[config.mk]
export PLATFORM = sky130hd
export DESIGN_NAME = gf_mult_arbiter_flat
export DESIGN_NICKNAME = d
export VERILOG_FILES = /design/src/rtl/gf_mult_arbiter_pkg.sv /design/src/rtl/gf_mult_arbiter_if.sv /design/src/rtl/gf_rr_pick2.sv /design/src/rtl/gf_mult_arbiter.sv /design/src/flat_wrapper.sv
export SDC_FILE = /design/constraint.sdc
export NUM_CORES = 1
export LEC_CHECK = 0
export ABC_AREA = 1
export CORE_AREA = 2 2 517 519
export CTS_BUF_LIST = sky130_fd_sc_hd__clkbuf_2 sky130_fd_sc_hd__clkbuf_4 sky130_fd_sc_hd__clkbuf_8
export CTS_CLUSTER_DIAMETER = 50
export CTS_CLUSTER_SIZE = 12
export DETAILED_ROUTE_END_ITERATION = 8
export DIE_AREA = 0 0 519 521
export SLEW_MARGIN = 20
export SYNTH_ARGS = -nofsm -noshare
export SYNTH_HDL_FRONTEND = slang
export SYNTH_SLANG_ARGS = --single-unit
[constraint.sdc]
create_clock -name clk -period 2.99 [get_ports clk]
set_input_delay 0.598 -clock clk [delete_from_list [all_inputs] [get_ports clk]]
set_output_delay 0.598 -clock clk [all_outputs]
set_load 0.005 [all_outputs]
[src/rtl/gf_mult_arbiter_pkg.sv]
// Shared types and constants for the GF(2^163) multiplier arbiter.
package gf_arb_pkg;

    // Operand MSB index of the binary field and the multiplier's start-to-done latency
    localparam int GF_NUM_BITS  = 163;
    localparam int MULT_LATENCY = 165;

    typedef enum logic [1:0] {
        IDLE,
        ISSUE,
        WAIT,
        RESP
    } arb_state_t;

    // Requester index: only two requesters share the multiplier
    typedef logic owner_t;

endpackage

[src/rtl/gf_mult_arbiter_if.sv]
// Requester and multiplier signals of the arbiter, bundled for port connection.
// The slave modport is the arbiter's view; master is the environment's view.
interface gf_mult_arbiter_if #(
    parameter int NUM_BITS = 163
);
    logic [1:0]        req;
    logic [NUM_BITS:0] a0;
    logic [NUM_BITS:0] b0;
    logic [NUM_BITS:0] a1;
    logic [NUM_BITS:0] b1;
    logic [1:0]        gnt;
    logic [1:0]        rsp_valid;
    logic [NUM_BITS:0] result;
    logic              err;
    logic              busy;
    logic              mult_start;
    logic [NUM_BITS:0] mult_a;
    logic [NUM_BITS:0] mult_b;
    logic [NUM_BITS:0] mult_product;
    logic              mult_done;

    modport slave (
        input  req, a0, b0, a1, b1, mult_product, mult_done,
        output gnt, rsp_valid, result, err, busy, mult_start, mult_a, mult_b
    );

    modport master (
        output req, a0, b0, a1, b1, mult_product, mult_done,
        input  gnt, rsp_valid, result, err, busy, mult_start, mult_a, mult_b
    );
endinterface

[src/rtl/gf_rr_pick2.sv]
// Two-way round-robin pick: a lone requester always wins, a tie goes to rr_ptr.
module gf_rr_pick2
    import gf_arb_pkg::*;
(
    input  logic [1:0] req,
    input  owner_t     rr_ptr,
    output owner_t     winner,
    output logic       any
);

    // Resolve the winner purely from the current request vector and priority pointer
    always_comb begin
        any    = |req;
        winner = 1'b0;
        case (req)
            2'b10:   winner = 1'b1;
            2'b11:   winner = rr_ptr;
            default: winner = 1'b0;
        endcase
    end

endmodule

[src/rtl/gf_mult_arbiter.sv]
// Shares one GF(2^163) multiplier between two requesters. Picks a winner
// round-robin, latches its operands, starts the multiplier, waits for done
// (or a watchdog abort) and returns the product to the owner. TIMEOUT_CYCLES
// must be at least 170 so that a healthy multiplier always finishes first.
module gf_mult_arbiter
    import gf_arb_pkg::*;
#(
    parameter int NUM_BITS       = GF_NUM_BITS,
    parameter int TIMEOUT_CYCLES = 255
) (
    input  logic             clk,
    input  logic             rst,
    gf_mult_arbiter_if.slave bus
);

    localparam int              WD_W    = $clog2(TIMEOUT_CYCLES);
    localparam logic [WD_W-1:0] WD_LAST = WD_W'(TIMEOUT_CYCLES - 1);

    arb_state_t        state;
    owner_t            owner;
    owner_t            rr_ptr;
    owner_t            pick_winner;
    logic              pick_any;
    logic [NUM_BITS:0] op_a;
    logic [NUM_BITS:0] op_b;
    logic [NUM_BITS:0] result_q;
    logic              err_q;
    logic              busy_q;
    logic              start_q;
    logic [1:0]        gnt_q;
    logic [1:0]        rsp_q;
    logic [WD_W-1:0]   wd_cnt;

    gf_rr_pick2 u_pick (
        .req    (bus.req),
        .rr_ptr (rr_ptr),
        .winner (pick_winner),
        .any    (pick_any)
    );

    // Arbitration FSM with operand latches, watchdog and registered pulse outputs
    always_ff @(posedge clk) begin
        if (rst) begin
            state    <= IDLE;
            owner    <= 1'b0;
            rr_ptr   <= 1'b0;
            op_a     <= '0;
            op_b     <= '0;
            result_q <= '0;
            err_q    <= 1'b0;
            busy_q   <= 1'b0;
            start_q  <= 1'b0;
            gnt_q    <= 2'b00;
            rsp_q    <= 2'b00;
            wd_cnt   <= '0;
        end else begin
            gnt_q   <= 2'b00;
            rsp_q   <= 2'b00;
            start_q <= 1'b0;
            case (state)
                IDLE: begin
                    if (pick_any) begin
                        owner   <= pick_winner;
                        op_a    <= pick_winner ? bus.a1 : bus.a0;
                        op_b    <= pick_winner ? bus.b1 : bus.b0;
                        gnt_q   <= 2'b01 << pick_winner;
                        start_q <= 1'b1;
                        busy_q  <= 1'b1;
                        state   <= ISSUE;
                    end
                end
                ISSUE: begin
                    wd_cnt <= '0;
                    state  <= WAIT;
                end
                WAIT: begin
                    if (bus.mult_done) begin
                        result_q <= bus.mult_product;
                        err_q    <= 1'b0;
                        rsp_q    <= 2'b01 << owner;
                        state    <= RESP;
                    end else if (wd_cnt == WD_LAST) begin
                        result_q <= '0;
                        err_q    <= 1'b1;
                        rsp_q    <= 2'b01 << owner;
                        state    <= RESP;
                    end else begin
                        wd_cnt <= wd_cnt + 1'b1;
                    end
                end
                RESP: begin
                    rr_ptr <= ~owner;
                    busy_q <= 1'b0;
                    state  <= IDLE;
                end
                default: state <= IDLE;
            endcase
        end
    end

    assign bus.gnt        = gnt_q;
    assign bus.rsp_valid  = rsp_q;
    assign bus.result     = result_q;
    assign bus.err        = err_q;
    assign bus.busy       = busy_q;
    assign bus.mult_start = start_q;
    assign bus.mult_a     = op_a;
    assign bus.mult_b     = op_b;

endmodule

[src/flat_wrapper.sv]
// flat-port wrapper written by rule: the top's interface ports become plain ports
module gf_mult_arbiter_flat import gf_arb_pkg::*;
#(
    parameter int NUM_BITS       = GF_NUM_BITS,
    parameter int TIMEOUT_CYCLES = 255
)
  (clk, rst, bus_req, bus_a0, bus_b0, bus_a1, bus_b1, bus_mult_product, bus_mult_done, bus_gnt, bus_rsp_valid, bus_result, bus_err, bus_busy, bus_mult_start, bus_mult_a, bus_mult_b);
  gf_mult_arbiter_if #(.NUM_BITS(NUM_BITS)) bus_i ();
  input  logic clk;
  input  logic rst;
  input wire logic [$bits(bus_i.req)-1:0] bus_req;
  input wire logic [$bits(bus_i.a0)-1:0] bus_a0;
  input wire logic [$bits(bus_i.b0)-1:0] bus_b0;
  input wire logic [$bits(bus_i.a1)-1:0] bus_a1;
  input wire logic [$bits(bus_i.b1)-1:0] bus_b1;
  input wire logic [$bits(bus_i.mult_product)-1:0] bus_mult_product;
  input wire logic [$bits(bus_i.mult_done)-1:0] bus_mult_done;
  output wire logic [$bits(bus_i.gnt)-1:0] bus_gnt;
  output wire logic [$bits(bus_i.rsp_valid)-1:0] bus_rsp_valid;
  output wire logic [$bits(bus_i.result)-1:0] bus_result;
  output wire logic [$bits(bus_i.err)-1:0] bus_err;
  output wire logic [$bits(bus_i.busy)-1:0] bus_busy;
  output wire logic [$bits(bus_i.mult_start)-1:0] bus_mult_start;
  output wire logic [$bits(bus_i.mult_a)-1:0] bus_mult_a;
  output wire logic [$bits(bus_i.mult_b)-1:0] bus_mult_b;
  assign bus_i.req = bus_req;
  assign bus_i.a0 = bus_a0;
  assign bus_i.b0 = bus_b0;
  assign bus_i.a1 = bus_a1;
  assign bus_i.b1 = bus_b1;
  assign bus_i.mult_product = bus_mult_product;
  assign bus_i.mult_done = bus_mult_done;
  assign bus_gnt = bus_i.gnt;
  assign bus_rsp_valid = bus_i.rsp_valid;
  assign bus_result = bus_i.result;
  assign bus_err = bus_i.err;
  assign bus_busy = bus_i.busy;
  assign bus_mult_start = bus_i.mult_start;
  assign bus_mult_a = bus_i.mult_a;
  assign bus_mult_b = bus_i.mult_b;
  gf_mult_arbiter #(.NUM_BITS(NUM_BITS), .TIMEOUT_CYCLES(TIMEOUT_CYCLES)) u_core (.clk(clk), .rst(rst), .bus(bus_i));
endmodule
metal_density.png
Bar = 200 um. The die is cut into 26 by 26 equal tiles; black is low, pale yellow is high, scaled to the fullest tile. Values are wire area over tile area, all layers added.
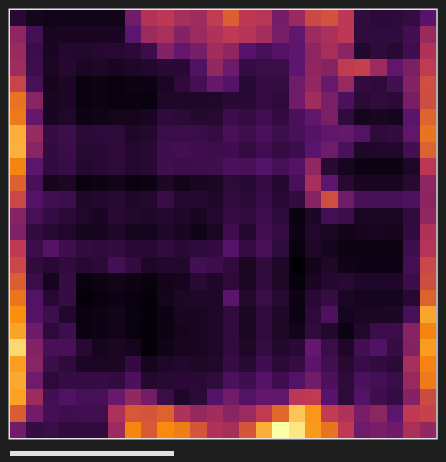
The emptiest ninth of the die: middle. The fullest tile reaches 0.59. The mean over all tiles is 0.13. 1.0% of the tiles are nearly empty. 9.8% of the tiles are over half the peak.
WL final: 191,000 um
Routed wire per std cell: 25.3 um
vias: 24,920
All-Layer GR Usage: 0.135

layer_met2.png
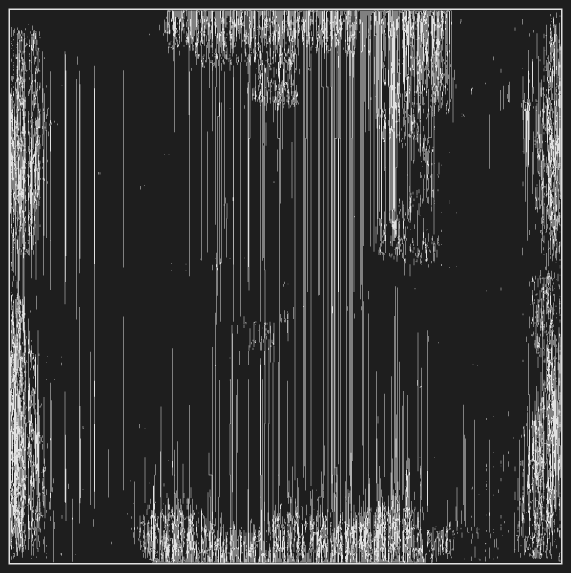
3,919 nets have wire on it. The layer carries 84.1 mm of wire. The longest straight run is 472 um. The layer holds 44% of the routed length.
met2 Track Usage GR: 0.212

layer_met1.png
Bar = 200 um.
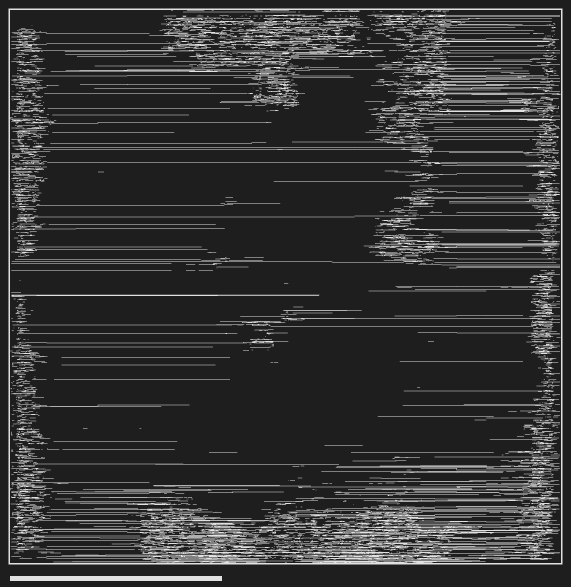
The layer holds 37% of the routed length. The wires run mostly horizontal. The layer carries 70.3 mm of wire.

==> impl_metrics.json <==
{
  "worstSetupStartpoint": "u_core.bus.result[17]$_SDFFE_PP0P_",
  "cp-end-kind": "primary output",
  "synth_top_flop_cell": "dfxtp_1",
  "antenna_cells": 59,
  "powerSeq_w": 0.00954,
  "status": "complete, no violations",
  "drtPass1Iterations": 6,
  "max_freq_mhz": 354,
  "numClockSinks": 511,
  "final_cell_mix": "1,283 x clkdlybuf4s50_1, 1,011 x nand2_1, 511 x dfxtp_1, 321 x a31oi_1, 303 x o21ai_0",
  "worst_pin_slew_ns": 0.763,
  "synth-cells-yosys": 2651,
  "start_kind": "flop",
  "p_leak_nw": 13.6,
  "critical_path_buf_inv_count": 1,
  "synth-async-reset-ratio": 0,
  "top_cell_area_share": 0.508,
  "grt_pass1_wl_um": 239000,
  "ys_top_cells_by_count": "1,011 x nand2_1, 511 x dfxtp_1, 321 x a31oi_1",
  "power_leader": "combinational logic",
  "drv_slew": 0,
  "p_seq_frac": 0.336,
  "pre_cts_slack_ns": 0.112,
  "power_clock_w": 0.00727,
  "portBuffers": 1323,
  "overflow": 0,
  "worstPathCellList": "clkdlybuf4s50_1",
  "slowest_delay_ns": 0.98,
  "cts_resized": 7,
  "clockPowerShare": 0.256,
  "period_needed_ns": 2.83,
  "crit_end": "bus_result[17]",
  "rr_endpoint": "u_core.bus.mult_b[47]$_SDFFE_PP0P_",
  "finalSetupTns_ns": 0,
  "ff_count": 511,
  "ant_nets": 0,
  "synth_flops": 511,
  "report.power.total_w": 0.0284,
  "dieHeight_um": 521,
  "met1_usage": 0.143,
  "grt_max_degree": 123,
  "warnings": 38,
  "cts_root_buffer": "clkbuf_8",
  "clock_skew_ns": 0.142,
  "logic_gates": 1887,
  "drv_cap": 0,
  "comb_area_frac": 0.220,
  "cp.required_ns": 2.39,
  "ys_seq_frac": 0.508,
  "area_growth_pct": 95.8,
  "gp_congestion": 0.951,
  "seq_share": 0.259,
  "clock_path_buffers": 4,
  "busiest_layer": "met2",
  "path_depth": 1,
  "p_int_w": 0.0174,
  "critPathSlowestCell": "clkdlybuf4s50_1",
  "maxUsedRoutingLayer": "met5",
  "p_per_area_nw_per_um2": 720,
  "netlist_instances": 2651,
  "yosysUniqueCellTypes": 27,
  "drc_errors": 0,
  "nNonClkInverters": 20,
  "via_per_inst": 3.30,
  "cp_data_arrival_time_ns": 2.23,
  "avgSynthCellArea_um2": 7.60,
  "coreArea_um2": 264000,
  "met3_wirelength_um": 26300,
  "cpLargestDelayFamily": "buffers and inverters",
  "crit_type": "reg -> out",
  "cts_tree": "done",
  "logic_area_um2": 8680,
  "dp_hpwl_um": 164000,
  "rsz0062_at_grt": "false",
  "clkTransAtPathRegs_ns": 0.08,
  "core_util_floorplan": 0.0762,
  "xor_share": 0.000870,
  "placed_cell_area_um2": 37400,
  "largest_cell_class": "non-clock buffers",
  "nClkBuffers": 96,
  "adder_share": 0.00373,
  "hp-start": "rst",
  "syn_area_um2": 20100,
  "htree_num_levels": 3,
  "top_area_cell": "dfxtp_1",
  "timing.hold.ws_ns": 0.168,
  "seqCellArea_um2": 10200,
  "yosys_area_um2": 20100,
  "die_w_um": 519,
  "peakVddDrop_uv": 518,
  "top_logic_kind": "AND-OR/OR-AND gates",
  "path_max_fanout": 2,
  "slew-limit-headroom": 0.490,
  "switchingPower_w": 0.0110,
  "setup_slack_ns": 0.162,
  "combPwrFrac": 0.409,
  "ys_warn_count": 0,
  "io_pins": 1324,
  "worst_hold_path_type": "in -> reg",
  "post-cts-setup-buffers": 0,
  "clk_share": 0.0469,
  "nonClkBufAreaFrac": 0.355,
  "grtUsageMet3": 0.0816,
  "setup_viol": 0
}
==> worst min-delay path by stage <==
stage | to | slack (ns) | cells after the start
3_5_place_dp | u_core.bus.result[159]$_SDFFE_PP0P_ | 0.45 | 2
3_3_place_gp | u_core.bus.result[30]$_SDFFE_PP0P_ | 0.45 | 2
4_1_cts | u_core.bus.result[34]$_SDFFE_PP0P_ | 0.05 | 2
5_1_grt | u_core.bus.result[24]$_SDFFE_PP0P_ | 0.11 | 2
2_1_floorplan | u_core.bus.rsp_valid[0]$_SDFF_PP0_ | 0.43 | 1
6_report | u_core.bus.result[34]$_SDFFE_PP0P_ | 0.17 | 2
